--- src/rtl/pov_pkg.sv ---
// Shared types and default sizes for the POV column reader and its serializer.
package pov_pkg;

    typedef enum logic [1:0] {
        StArm,
        StMeasure,
        StRun,
        StGrant
    } pov_state_e;

    localparam int unsigned COLS_DEF     = 256;
    localparam int unsigned AWIDTH_DEF   = 8;
    localparam int unsigned DWIDTH_DEF   = 16;
    localparam int unsigned PWIDTH_DEF   = 24;
    localparam int unsigned SCLK_DIV_DEF = 4;
    localparam int unsigned LOG2_COLS    = $clog2(COLS_DEF);

endpackage

--- src/rtl/pov_shift_out.sv ---
// 595-style serializer: shifts one word MSB first, then pulses latch for one clk.
module pov_shift_out
    import pov_pkg::*;
#(
    parameter int unsigned DWIDTH   = DWIDTH_DEF,
    parameter int unsigned SCLK_DIV = SCLK_DIV_DEF
) (
    input  logic              clk,
    input  logic              rst,
    input  logic              start_i,
    input  logic [DWIDTH-1:0] word_i,
    output logic              busy_o,
    output logic              sdo_o,
    output logic              sclk_o,
    output logic              latch_o
);

    localparam int unsigned BitClks = 2 * SCLK_DIV;
    localparam int unsigned DivW    = $clog2(BitClks);
    localparam int unsigned BitW    = (DWIDTH > 1) ? $clog2(DWIDTH) : 1;

    logic              busy_q, busy_d;
    logic              sdo_q, sdo_d;
    logic              sclk_q, sclk_d;
    logic              latch_q, latch_d;
    logic [DivW-1:0]   div_q, div_d;
    logic [BitW-1:0]   bit_q, bit_d;
    logic [DWIDTH-1:0] sh_q, sh_d;

    always_comb begin
        busy_d  = busy_q;
        sdo_d   = sdo_q;
        sclk_d  = sclk_q;
        latch_d = 1'b0;
        div_d   = div_q;
        bit_d   = bit_q;
        sh_d    = sh_q;
        if (busy_q) begin
            if (div_q == DivW'(SCLK_DIV - 1)) sclk_d = 1'b1;
            if (div_q == DivW'(BitClks - 1)) begin
                div_d  = '0;
                sclk_d = 1'b0;
                if (bit_q == BitW'(DWIDTH - 1)) begin
                    // Busy drops with the latch so the next column can be accepted right away.
                    busy_d  = 1'b0;
                    latch_d = 1'b1;
                    sdo_d   = 1'b0;
                end else begin
                    bit_d = bit_q + BitW'(1);
                    sh_d  = sh_q << 1;
                    sdo_d = sh_q[DWIDTH-2];
                end
            end else begin
                div_d = div_q + DivW'(1);
            end
        end else if (start_i) begin
            busy_d = 1'b1;
            sh_d   = word_i;
            sdo_d  = word_i[DWIDTH-1];
            sclk_d = 1'b0;
            div_d  = '0;
            bit_d  = '0;
        end
    end

    always_ff @(posedge clk or posedge rst) begin
        if (rst) begin
            busy_q  <= 1'b0;
            sdo_q   <= 1'b0;
            sclk_q  <= 1'b0;
            latch_q <= 1'b0;
            div_q   <= '0;
            bit_q   <= '0;
            sh_q    <= '0;
        end else begin
            busy_q  <= busy_d;
            sdo_q   <= sdo_d;
            sclk_q  <= sclk_d;
            latch_q <= latch_d;
            div_q   <= div_d;
            bit_q   <= bit_d;
            sh_q    <= sh_d;
        end
    end

    assign busy_o  = busy_q;
    assign sdo_o   = sdo_q;
    assign sclk_o  = sclk_q;
    assign latch_o = latch_q;

endmodule

--- src/rtl/pov_col_reader.sv ---
// POV column reader: measures rotation period, slices it into column ticks, streams RAM words
// to the LED chain and hands the RAM to the loader on request. POV_DIR_REV_EN reverses column order.
module pov_col_reader
    import pov_pkg::*;
#(
    parameter int unsigned COLS     = COLS_DEF,
    parameter int unsigned AWIDTH   = AWIDTH_DEF,
    parameter int unsigned DWIDTH   = DWIDTH_DEF,
    parameter int unsigned PWIDTH   = PWIDTH_DEF,
    parameter int unsigned SCLK_DIV = SCLK_DIV_DEF
) (
    input  logic              clk,
    input  logic              rst,
    input  logic              index,
    input  logic              load_req,
    output logic              load_gnt,
    output logic [AWIDTH-1:0] ram_addr,
    output logic              ram_rd,
    input  logic [DWIDTH-1:0] ram_data,
    output logic              led_sdo,
    output logic              led_sclk,
    output logic              led_latch,
    output logic              led_oe_n,
    output logic              overrun
);

    localparam int unsigned       ColShift = $clog2(COLS);
    localparam logic [PWIDTH-1:0] CntMax   = '1;
    localparam logic [AWIDTH-1:0] LastCol  = AWIDTH'(COLS - 1);

    pov_state_e        state_q, state_d;
    logic [2:0]        idx_sync_q;
    logic              idx_edge_q;
    logic [PWIDTH-1:0] cnt_q, cnt_d, period_q, period_d, timer_q, timer_d;
    logic              period_vld_q, period_vld_d;
    logic [AWIDTH-1:0] col_q, col_d, ram_addr_q, ram_addr_d;
    logic              active_q, active_d, pend_q, shown_q, shown_d, overrun_q;

    logic              sat, edge_tick, timer_tick, tick, busy, accept;
    logic [PWIDTH-1:0] step;
    logic [AWIDTH-1:0] tick_col, tick_addr;
    logic              ser_busy, ser_latch;

    always_comb begin
        sat        = (cnt_q == CntMax);
        edge_tick  = idx_edge_q && !sat && (state_q == StMeasure || state_q == StRun);
        // On an edge the fresh count is the new period, so the first timer load already uses it.
        step       = (edge_tick ? cnt_q : period_q) >> ColShift;
        if (step == '0) step = PWIDTH'(1);
        timer_tick = (state_q == StRun) && active_q && (timer_q == '0);
        tick       = edge_tick || timer_tick;
        tick_col   = edge_tick ? '0 : col_q + AWIDTH'(1);
`ifdef POV_DIR_REV_EN
        tick_addr  = LastCol - tick_col;
`else
        tick_addr  = tick_col;
`endif
        busy       = pend_q || ser_busy;
        accept     = tick && !busy && !load_req;

        state_d = state_q;
        unique case (state_q)
            StArm:     if (idx_edge_q) state_d = StMeasure;
            StMeasure: if (sat) state_d = StArm; else if (idx_edge_q) state_d = StRun;
            StRun:     if (sat) state_d = StArm;
            StGrant:   if (!load_req) state_d = period_vld_q ? StRun : StArm;
            default:   state_d = StArm;
        endcase
        if (load_req && !busy && state_q != StGrant) state_d = StGrant;

        cnt_d = idx_edge_q ? PWIDTH'(1) : (sat ? cnt_q : cnt_q + PWIDTH'(1));
        period_d     = edge_tick ? cnt_q : period_q;
        period_vld_d = sat ? 1'b0 : (edge_tick ? 1'b1 : period_vld_q);

        timer_d  = timer_q;
        col_d    = col_q;
        active_d = active_q;
        if (tick) begin
            timer_d  = step - PWIDTH'(1);
            col_d    = tick_col;
            active_d = (tick_col != LastCol);
        end else if (timer_q != '0) begin
            timer_d = timer_q - PWIDTH'(1);
        end
        // Leaving RUN (or resuming from GRANT) waits for a fresh index edge before ticking.
        if (state_d != StRun) active_d = 1'b0;

        ram_addr_d = accept ? tick_addr : ram_addr_q;
        shown_d    = (state_q != StRun) ? 1'b0 : (shown_q || ser_latch);
    end

    always_ff @(posedge clk or posedge rst) begin
        if (rst) begin
            state_q      <= StArm;
            idx_sync_q   <= '0;
            idx_edge_q   <= 1'b0;
            cnt_q        <= '0;
            period_q     <= '0;
            period_vld_q <= 1'b0;
            timer_q      <= '0;
            col_q        <= '0;
            active_q     <= 1'b0;
            pend_q       <= 1'b0;
            ram_addr_q   <= '0;
            shown_q      <= 1'b0;
            overrun_q    <= 1'b0;
        end else begin
            state_q      <= state_d;
            idx_sync_q   <= {idx_sync_q[1:0], index};
            idx_edge_q   <= idx_sync_q[1] && !idx_sync_q[2];
            cnt_q        <= cnt_d;
            period_q     <= period_d;
            period_vld_q <= period_vld_d;
            timer_q      <= timer_d;
            col_q        <= col_d;
            active_q     <= active_d;
            pend_q       <= accept;
            ram_addr_q   <= ram_addr_d;
            shown_q      <= shown_d;
            overrun_q    <= overrun_q || (tick && busy);
        end
    end

    pov_shift_out #(
        .DWIDTH  (DWIDTH),
        .SCLK_DIV(SCLK_DIV)
    ) u_shift_out (
        .clk    (clk),
        .rst    (rst),
        .start_i(pend_q),
        .word_i (ram_data),
        .busy_o (ser_busy),
        .sdo_o  (led_sdo),
        .sclk_o (led_sclk),
        .latch_o(ser_latch)
    );

    assign led_latch = ser_latch;
    assign load_gnt  = (state_q == StGrant);
    assign ram_rd    = (state_q != StGrant);
    assign led_oe_n  = !((state_q == StRun) && shown_q);
    assign ram_addr  = ram_addr_q;
    assign overrun   = overrun_q;

endmodule

--- config.mk ---
export PLATFORM = sky130hd
export DESIGN_NAME = pov_col_reader
export DESIGN_NICKNAME = d
export VERILOG_FILES = /design/src/rtl/pov_pkg.sv /design/src/rtl/pov_shift_out.sv /design/src/rtl/pov_col_reader.sv
export SDC_FILE = /design/constraint.sdc
export NUM_CORES = 1
export LEC_CHECK = 0
export ABC_AREA = 1
export ABC_CLOCK_PERIOD_IN_PS = 13120
export CORE_MARGIN = 2
export CORE_UTILIZATION = 48
export DETAILED_ROUTE_END_ITERATION = 8
export GPL_TIMING_DRIVEN = 0
export PLACE_DENSITY = 0.72
export SETUP_SLACK_MARGIN = 0.5
export SYNTH_ARGS = -nofsm -noshare
export SYNTH_HDL_FRONTEND = slang
export SYNTH_SLANG_ARGS = --single-unit
--- constraint.sdc ---
create_clock -name clk -period 13.12 [get_ports clk]
set_clock_uncertainty 0.2 [all_clocks]
set_input_delay 3.28 -clock clk [delete_from_list [all_inputs] [get_ports clk]]
set_output_delay 3.28 -clock clk [all_outputs]
set_load 0.005 [all_outputs]
**Run 1: where the registers sit**

Scale: 3 px per um. Other sequential cells in the stronger gray, the rest of the logic in the fainter gray.
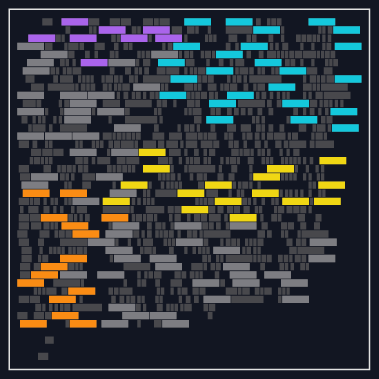
`u_shift_out.sh_q` -> orange  # flops 15
`timer_q` -> cyan  # flops 24
`period_q` -> yellow  # flops 16
`ram_addr` -> purple  # flops 8, where top left
Power Sequential: 542 uW
Final Util: 57.7%
total area of sequential cells: 2930 sq um
flop share of the area: 38.6%

**Run 1: placement density heat map**

Scale: 3 px per um. 12 x 12 tiles, from black (low) to pale yellow (high), 0 to 100% covered.
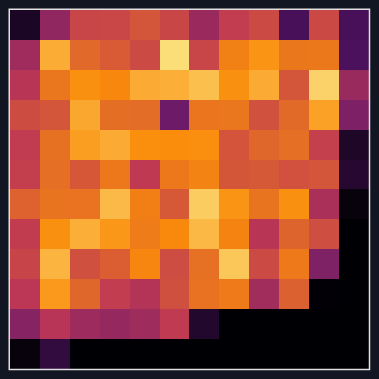
fullest tile = 93%
mean over tiles = 52%
nearly empty tiles = 13%
tiles over 75% full = 19%
emptiest ninth of the die = bottom right
FP Util: 48.8%
core region area: 13100 sq um

**Run 1: the metal 2 layer**

Scale: 3 px per um.
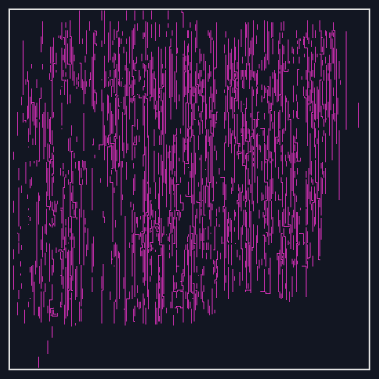
nets with wire on the layer = 726
share of all routed wire = 47%
WL final: 14900 um
vias: 5608
grt met2 use: 36.5%

**Run 1: clock wiring as the flow saved it**

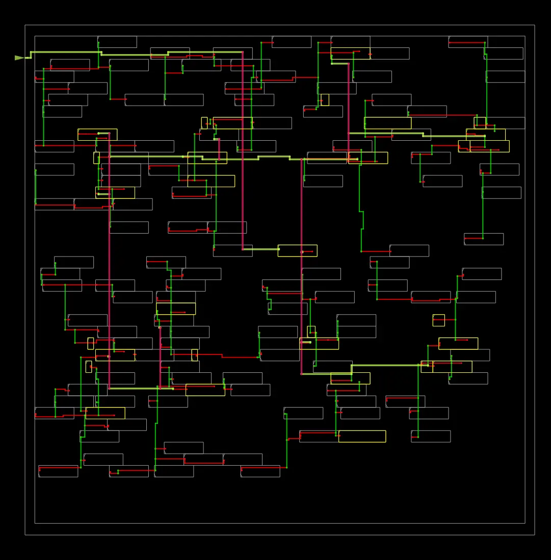
Seq Cell Count: 117
clock buffers: 22
clock buffer count from CTS: 17

==> GITHUB_STEP_SUMMARY, run 1 <==
## Implementation flow summary

| Metric | Value |
|---|---|
| Status | completed |
| GRT busiest layer | met2 |
| Top Consumer | combinational logic |
| Area fraction in mux cells | less than 1% |
| R2R Path Start | state_q[0] |
| Tcrit/Tclk final | 40.2% |
| Syn Inst Count | 810 |
| Met3 wire len | 656 um |
| Hold Crit Start | idx_sync_q[0] |
| CP Launch Type | flop |
| Finished layout cell area | 7580 sq um |
| WL per Instance | 14.2 um |
| Pint | 998 uW |
| Ys flops | 117 |
| Initial antenna violation count | 0 |
| Via density per instance | 5.33 |
| Least-Margin Pin Slew | 0.628 ns |
| Root cell of the clock tree | clkbuf_16 |
| Unique cell types | 48 |
| RSZ-0062 raised after global routing | false |
| Total power | 1.62 mW |
| PostCTS Resize Cnt | 0 |
| Mapped Avg Cell Area | 7.91 sq um |
| Ys cells | slightly above 800 |
| Peak supply drop | 0.000133 V |
| Gate Area | 2950 sq um |
| Area delta synth->final | 18.2% |
## run 1: synthesized netlist by cell type, drive strengths merged
cell type,count
nand2,175
dfrtp,117
nor2,116
inv,102
o21ai,50
a21oi,42
nand3,41
nand4,33
nor3,24
o22ai,15
buf,12
clkbuf,12
ha,12
a211oi,7
xor2,7
nor4,6
o211ai,5
xnor2,5
a31oi,4
nand3b,3
o21bai,3
o221ai,3
a21boi,2
a22o,2
and3,2
clkinv,2
nor3b,2
or2,2
a211o,1
a21o,1
mux2i,1
o21a,1
## run 1: layout by cell type, fill, tap and decap left out, types with 4 or more instances in the layout
cell type / instances
a211oi_1: 7
a21oi_1: 42
a31oi_1: 4
buf_1: 4
buf_2: 4
clkbuf_1: 17
clkbuf_16: 17
clkdlybuf4s50_1: 34
clkinvlp_4: 4
dfrtp_1: 117
ha_1: 12
inv_1: 94
inv_2: 7
nand2_1: 156
nand2_2: 13
nand2_4: 6
nand3_1: 38
nand4_1: 33
nor2_1: 107
nor2_2: 6
nor3_1: 19
nor4_1: 5
o211ai_1: 5
o21ai_0: 40
o21ai_1: 10
o22ai_1: 15
xnor2_1: 5
xor2_1: 7
## run 1: cell type report
| class | instances | area share (%) |
|---|---|---|
| Tap cell | 176 | 2.91 |
| Sequential cell | 117 | 38.6 |
| Clock buffer | 22 | 5.86 |
| Multi-Input combinational cell | 565 | 39.0 |
| Inverter | 104 | 5.28 |
| Buffer | 24 | 1.77 |
| Clock inverter | 9 | 1.72 |
| Timing Repair Buffer | 35 | 4.85 |
## run 1: critical path, delay by kind of cell (launching register included)
kind,cells,cell delay (ns)
adders and majority gates,1,0.25
buffers and inverters,2,0.62
DFF,1,0.41
and+or+nand+nor,1,0.10
**Run 1: power grid**

Scale: 3 px per um. Pins as bars on the die edge.
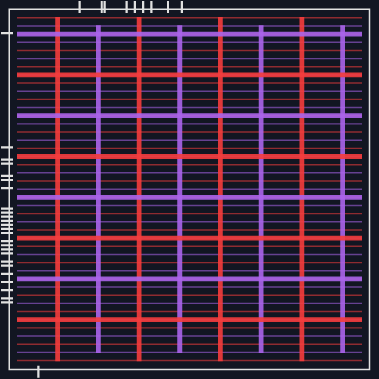

==> run 2, diff against run 1 <==
--- a/config.mk
+++ b/config.mk
@@ -6,12 +6,12 @@
 export NUM_CORES = 1
 export LEC_CHECK = 0
 export ABC_AREA = 1
-export ABC_CLOCK_PERIOD_IN_PS = 13120
+export ABC_CLOCK_PERIOD_IN_PS = 4800
 export CORE_MARGIN = 2
 export CORE_UTILIZATION = 48
 export DETAILED_ROUTE_END_ITERATION = 8
 export GPL_TIMING_DRIVEN = 0
-export PLACE_DENSITY = 0.72
+export PLACE_DENSITY = 0.75
 export SETUP_SLACK_MARGIN = 0.5
 export SYNTH_ARGS = -nofsm -noshare
 export SYNTH_HDL_FRONTEND = slang
==> constraint.sdc (replaced) <==
create_clock -name clk -period 4.8 [get_ports clk]
set_clock_uncertainty 0.2 [all_clocks]
set_input_delay 1.2 -clock clk [delete_from_list [all_inputs] [get_ports clk]]
set_output_delay 1.2 -clock clk [all_outputs]
set_load 0.005 [all_outputs]
**Run 2: power grid**

Scale: 3 px per um. Pins as bars on the die edge.
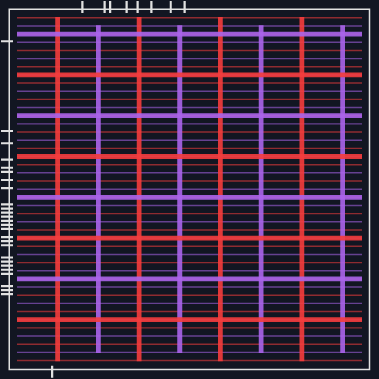
VSS -> red
VDD -> purple
rows = 42
signal pins = 35
met4 straps = 8
peak supply drop: 0.000383 V
Chip Height: 120 um
Die Width: 120 um

==> run 2 against run 1 <==
Against the previous run:
- non-clock buffer count is 2 higher
- synthesized cell count stayed put
- count of clock-buffer cells in the layout is 1 higher
- die area stayed put
- worst hold slack worse by 0.011 ns
- global-route usage hardly changed
- utilization is 0.76 points higher
- largest cell class unchanged
==> GITHUB_STEP_SUMMARY, run 2 <==
## Implementation flow summary

| Metric | Value |
|---|---|
| Status | completed |
| WL final | 15200 um (+1.8%) |
| Mapped Avg Cell Area | 7.91 sq um (unchanged) |
| WP data arrival | just under 4 ns |
| Final Util | 58.4% (+0.76 points) |
| Hold Crit Start | idx_sync_q[0] |
| Core region area | 13100 sq um (unchanged) |
| CP Launch Type | flop |
| Yosys top cell by instances | nand2_1 |
| Syn Inst Count | 810 (unchanged) |
| Initial antenna violation count | 0 (unchanged) |
| Async SR Flop Fraction | 100% (unchanged) |
| Power Sequential | 1.48 mW (+170%) |
| Root cell of the clock tree | clkbuf_16 |
| Top cells excl fill/tap | nand2_1 (156), dfrtp_1 (117), nor2_1 (107), inv_1 (94), a21oi_1 (42) |
| Area fraction in mux cells | 0.156% (unchanged) |
| Via density per instance | 5.33 (about the same) |
| Synth cell count leaders | nand2_1 (156), dfrtp_1 (117), nor2_1 (107) |
| R2R cell count | 21 |
| Post-synth EDFFs | 0 (unchanged) |
| Ys flops | 117 (unchanged) |
| WL per Instance | 14.4 um (+1.6%) |
| Worst Path Required | between 4 and 5 ns |
| Drt drc | 0 |
| Most used logic cell in the final layout | nand2_1 |
| Clock buffer count from CTS | 17 (unchanged) |
| Top Consumer | combinational logic |
| Vias | 5623 (+0.27%) |
| Sequential area share after synthesis | 45.7% |
| XORs/XNORs by Area | 1.64% |
| Unique cell types | 48 (unchanged) |
| Logic gate share of total power | between 30% and 40% |
| Commonest flop | dfrtp_1 |
| Tcrit/Tclk final | 79.2% |
| Clock network power | 1.38 mW |
| Yosys aoi share | 12.1% |
| FP Util | 48.8% (unchanged) |
| Least-Margin Pin Slew | 0.629 ns (+0.000931 ns) |
| Worst flop-to-flop path endpoint | timer_q[22] |
| R2R Path Start | state_q[0] |
| DRT iter0 DRCs | 433 |
| Area delta synth->final | 19.8% |
| Switch share | between 30 and 40% |
| Ys cells | 810 (unchanged) |
| RSZ-0062 raised after global routing | false |
| PostCTS Resize Cnt | 0 (unchanged) |
| Worst-path maximum fanout | 10 |
| Cell area after synthesis | 6410 sq um |
| Pint | 2.85 mW (+190%) |
==> run 2: cell counts after synthesis <==
No cell type changed its count.
==> run 2: metrics by stage <==
stage | instance area, sq um | power [mW]
after floorplan | 6410 | 2.72
after CTS | 7680 | 4.57
after global routing | 7680 | 4.87
after global placement | 6970 | 3.11
after detailed placement | 7030 | 3.17
final | 7680 | 4.56
==> run 2: final cells by class <==
class	count	area (sq um)	share of cell area [%]
Inverter	104	399	5.20
Clock buffer	23	498	6.49
Tap cell	176	220	2.87
Timing Repair Buffer	37	400	5.22
Sequential cell	117	2930	38.1
Clock inverter	8	145	1.89
Buffer	24	134	1.74
Multi-Input combinational cell	565	2950	38.5
==> run 2: per-layer routing <==
metal	vias to the layer above	track usage, %	part of all wire, %
met5	-	0	0
met1	2651	31.0	47
li1	2806	-	-
met4	0	8.90	1.8
met2	140	35.6	46
met3	26	5.13	5.1
==> run 2: critical path, cell delays in order, from the launching register on <==
cell and delay (ns):
dfrtp_1 0.41, inv_1 0.10, ha_1 0.30, clkbuf_1 0.36
buf_1 0.39, nand4_1 0.14, nand2_1 0.18, inv_1 0.07
nand2_2 0.09, nor2_1 0.05, nand2_1 0.08, nor2_2 0.05
nor2_1 0.14, ha_1 0.19, inv_1 0.07, nor2_4 0.15
nand2_4 0.08, clkinv_4 0.07, nand2_4 0.05, nor3_4 0.19
nand3_4 0.17, a21oi_1 0.19
==> run 2: worst max path at each step <==
stage,start,depth (start not counted),end,slack (ns)
global placement,rst,2,timer_q[19],0.79
finish,state_q[0],21,timer_q[22],1.0
floorplan,state_q[0],23,timer_q[14],1.61
global route,state_q[1],21,timer_q[22],0.58
CTS,state_q[0],21,timer_q[22],1.01
detailed placement,state_q[1],21,timer_q[22],1.03
**Run 2: clock wiring as the flow saved it**

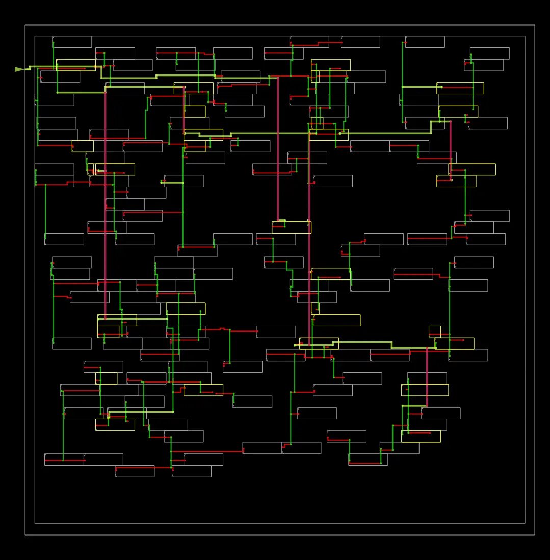

==> run 3, diff against run 2 <==
--- a/config.mk
+++ b/config.mk
@@ -6,7 +6,7 @@
 export NUM_CORES = 1
 export LEC_CHECK = 0
 export ABC_AREA = 1
-export ABC_CLOCK_PERIOD_IN_PS = 4800
+export ABC_CLOCK_PERIOD_IN_PS = 3200
 export CORE_MARGIN = 2
 export CORE_UTILIZATION = 48
 export DETAILED_ROUTE_END_ITERATION = 8
==> constraint.sdc (replaced) <==
create_clock -name clk -period 3.2 [get_ports clk]
set_clock_uncertainty 0.2 [all_clocks]
set_input_delay 0.8 -clock clk [delete_from_list [all_inputs] [get_ports clk]]
set_output_delay 0.8 -clock clk [all_outputs]
set_load 0.005 [all_outputs]
**Run 3: clock wiring as the flow saved it**

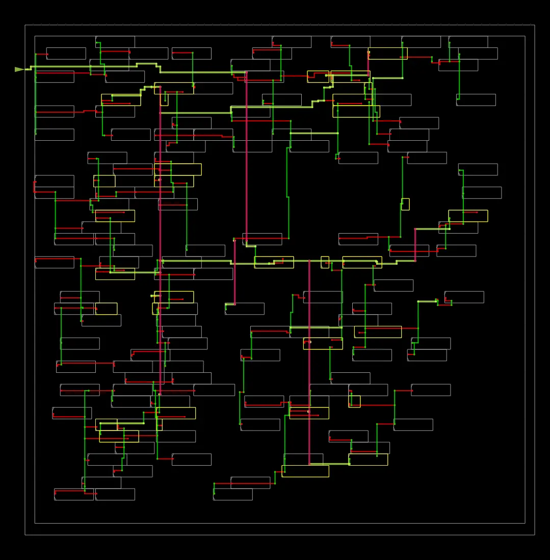
clock buffers: 23
clk_lat worst skew: 0.43 ns
clock network power: 2.08 mW
CTS Sinks: 117

==> run 3 against run 2 <==
Against the previous run:
- the run now ends with negative setup slack left
- non-clock buffer count rose by 80
- total power grew 80%
- die area did not move
==> GITHUB_STEP_SUMMARY, run 3 <==
## Implementation flow summary

| Metric | Value |
|---|---|
| Final worst slack | -0.235 ns |
| Vias | 6683 (+19%) |
| Peak supply drop | 0.000538 V (+40%) |
| Most used cell, CP | nor2_4 |
| Hold Crit Start | idx_sync_q[0] |
| RSZ-0062 raised after global routing | true |
| Initial antenna violation count | 0 (unchanged) |
| Levels on crit path | 21 (unchanged) |
| Post-synth EDFFs | 0 (unchanged) |
| Share of post-route cells with drive strength above 1 | around 29% |
| Root cell of the clock tree | clkbuf_16 |
| Yosys top cell by instances | nand2_1 |
| Status | finished, violations left |
| Top cells excl fill/tap | dfrtp_1 (116), nand2_1 (113), inv_1 (88), nor2_1 (88), buf_4 (61) |
| Sequential area share after synthesis | 45.7% (unchanged) |
| R2R cell count | 21 (unchanged) |
| Placement Cell Area | 7070 sq um (+0.57%) |
| Finished layout cell area | 8950 sq um (+17%) |
| WL per Instance | 18.1 um (+25%) |
| Clock buffer count from CTS | 17 (unchanged) |
| Slowest-stage cell, CP | dfrtp_1 |
| Die Width | 120 um (unchanged) |
| Worst-path maximum fanout | 9 (-1) |
| Mapped Avg Cell Area | 7.91 sq um (unchanged) |
| R2R Path Start | state_q[1] |
| Least-Margin Pin Slew | 0.626 ns (-0.00211 ns) |
| CP top delay family | simple AND/OR/NAND/NOR gates |
| Worst Path Required | 3.33 ns (-1.61 ns) |
| Crit-path cells | inv_1 -> ha_1 -> buf_4 -> nand3_4 -> buf_4 -> nand2_1 -> nand2_1 -> nand2_4 -> nor2_4 -> nand2_2 -> nor2_4 -> nor2_4 -> ha_4 -> inv_2 -> nor2_4 -> nand2_4 -> clkinv_4 -> nand2_4 -> nor3_4 -> nand3_4 -> a21oi_1 |
| Tcrit/Tclk final | 107% (+28 points) |
| Cell area after synthesis | 6410 sq um (unchanged) |
| Async SR Flop Fraction | 100% (unchanged) |
| Area delta synth->final | 39.7% |
| Chip Height | 120 um (unchanged) |
| Setup crit start | state_q[1] |
| CP Launch Type | flop |
| DRT iter0 DRCs | 979 (+130%) |
| Most used logic cell in the final layout | dfrtp_1 |
| Ys flops | 117 (unchanged) |
| Total power | 8.21 mW (+80%) |
| Endpoints failing setup | 15 |
| Commonest flop | dfrtp_1 |
| Worst path max stage delay | 0.42 ns (about the same) |
| Buf/Inv on CP | 5 (-1) |
| Final Util | 68.2% (+9.7 points) |
| Failing checks | negative setup slack |
| Synth cell count leaders | nand2_1 (156), dfrtp_1 (117), nor2_1 (107) |
| Drt drc | 0 (unchanged) |
[run 3: cell count changes in the layout (fill, tap and decap cells not counted), sizes merged]
cell / before / now
buf: 15 / 97
clkbuf: 35 / 33
clkdlybuf4s50: 34 / 33
clkinv: 4 / 5
dlymetal6s2s: 0 / 1
[run 3: layout make-up]
type	instances	area [sq um]	area share [%]
flip-flops and latches	117	2930	32.7
well taps	176	220	2.46
multi-input cells	565	3480	38.8
repair buffers	117	1120	12.5
inverters	104	408	4.55
plain buffers	24	165	1.84
clock buffers	23	488	5.45
clock inverters	9	148	1.65
[run 3: path summary, 6_finish.rpt]
kind / end / slack (ns)
setup / recovery: timer_q[20] / -0.24
hold / removal: idx_sync_q[1] / 0.16
setup reg to reg: timer_q[20] / -0.24
hold reg to reg: idx_sync_q[1] / 0.16
max in group asynchronous: timer_q[12] / 1.40
min in group asynchronous: u_shift_out.sh_q[5] / 0.61
[run 3: cells by family (layout without fill, tap and decap cells)]
logic type / after synthesis / after routing / share of synthesized area, %
multiplexers: 1 / 1 / 0.156
AND-OR/OR-AND: 136 / 136 / 12.1
XOR/XNOR: 12 / 12 / 1.64
adder cells (fa/ha/maj): 12 / 12 / 2.34
AND/OR/NAND/NOR: 404 / 404 / 29.8
buffers and inverters: 128 / 277 / 8.26
flip-flops: 117 / 117 / 45.7
[run 3: routing by layer]
| layer | vias to the layer above | GRT usage [%] | wire, um |
|---|---|---|---|
| met5 | - | 0 | 0 |
| met2 | 398 | 39.7 | 9720 |
| met1 | 3200 | 32.9 | 8040 |
| li1 | 2967 | - | - |
| met4 | 0 | 12.0 | 1070 |
| met3 | 118 | 4.52 | 1700 |
[run 3: where the power goes]
part           internal (mW)  switching (mW)  total (mW)
clock network           1.38           0.700        2.08
logic                   1.62            2.24        3.86
registers               1.91           0.363        2.27
Power figures rest on the tool's default switching activity, not on a simulated workload.
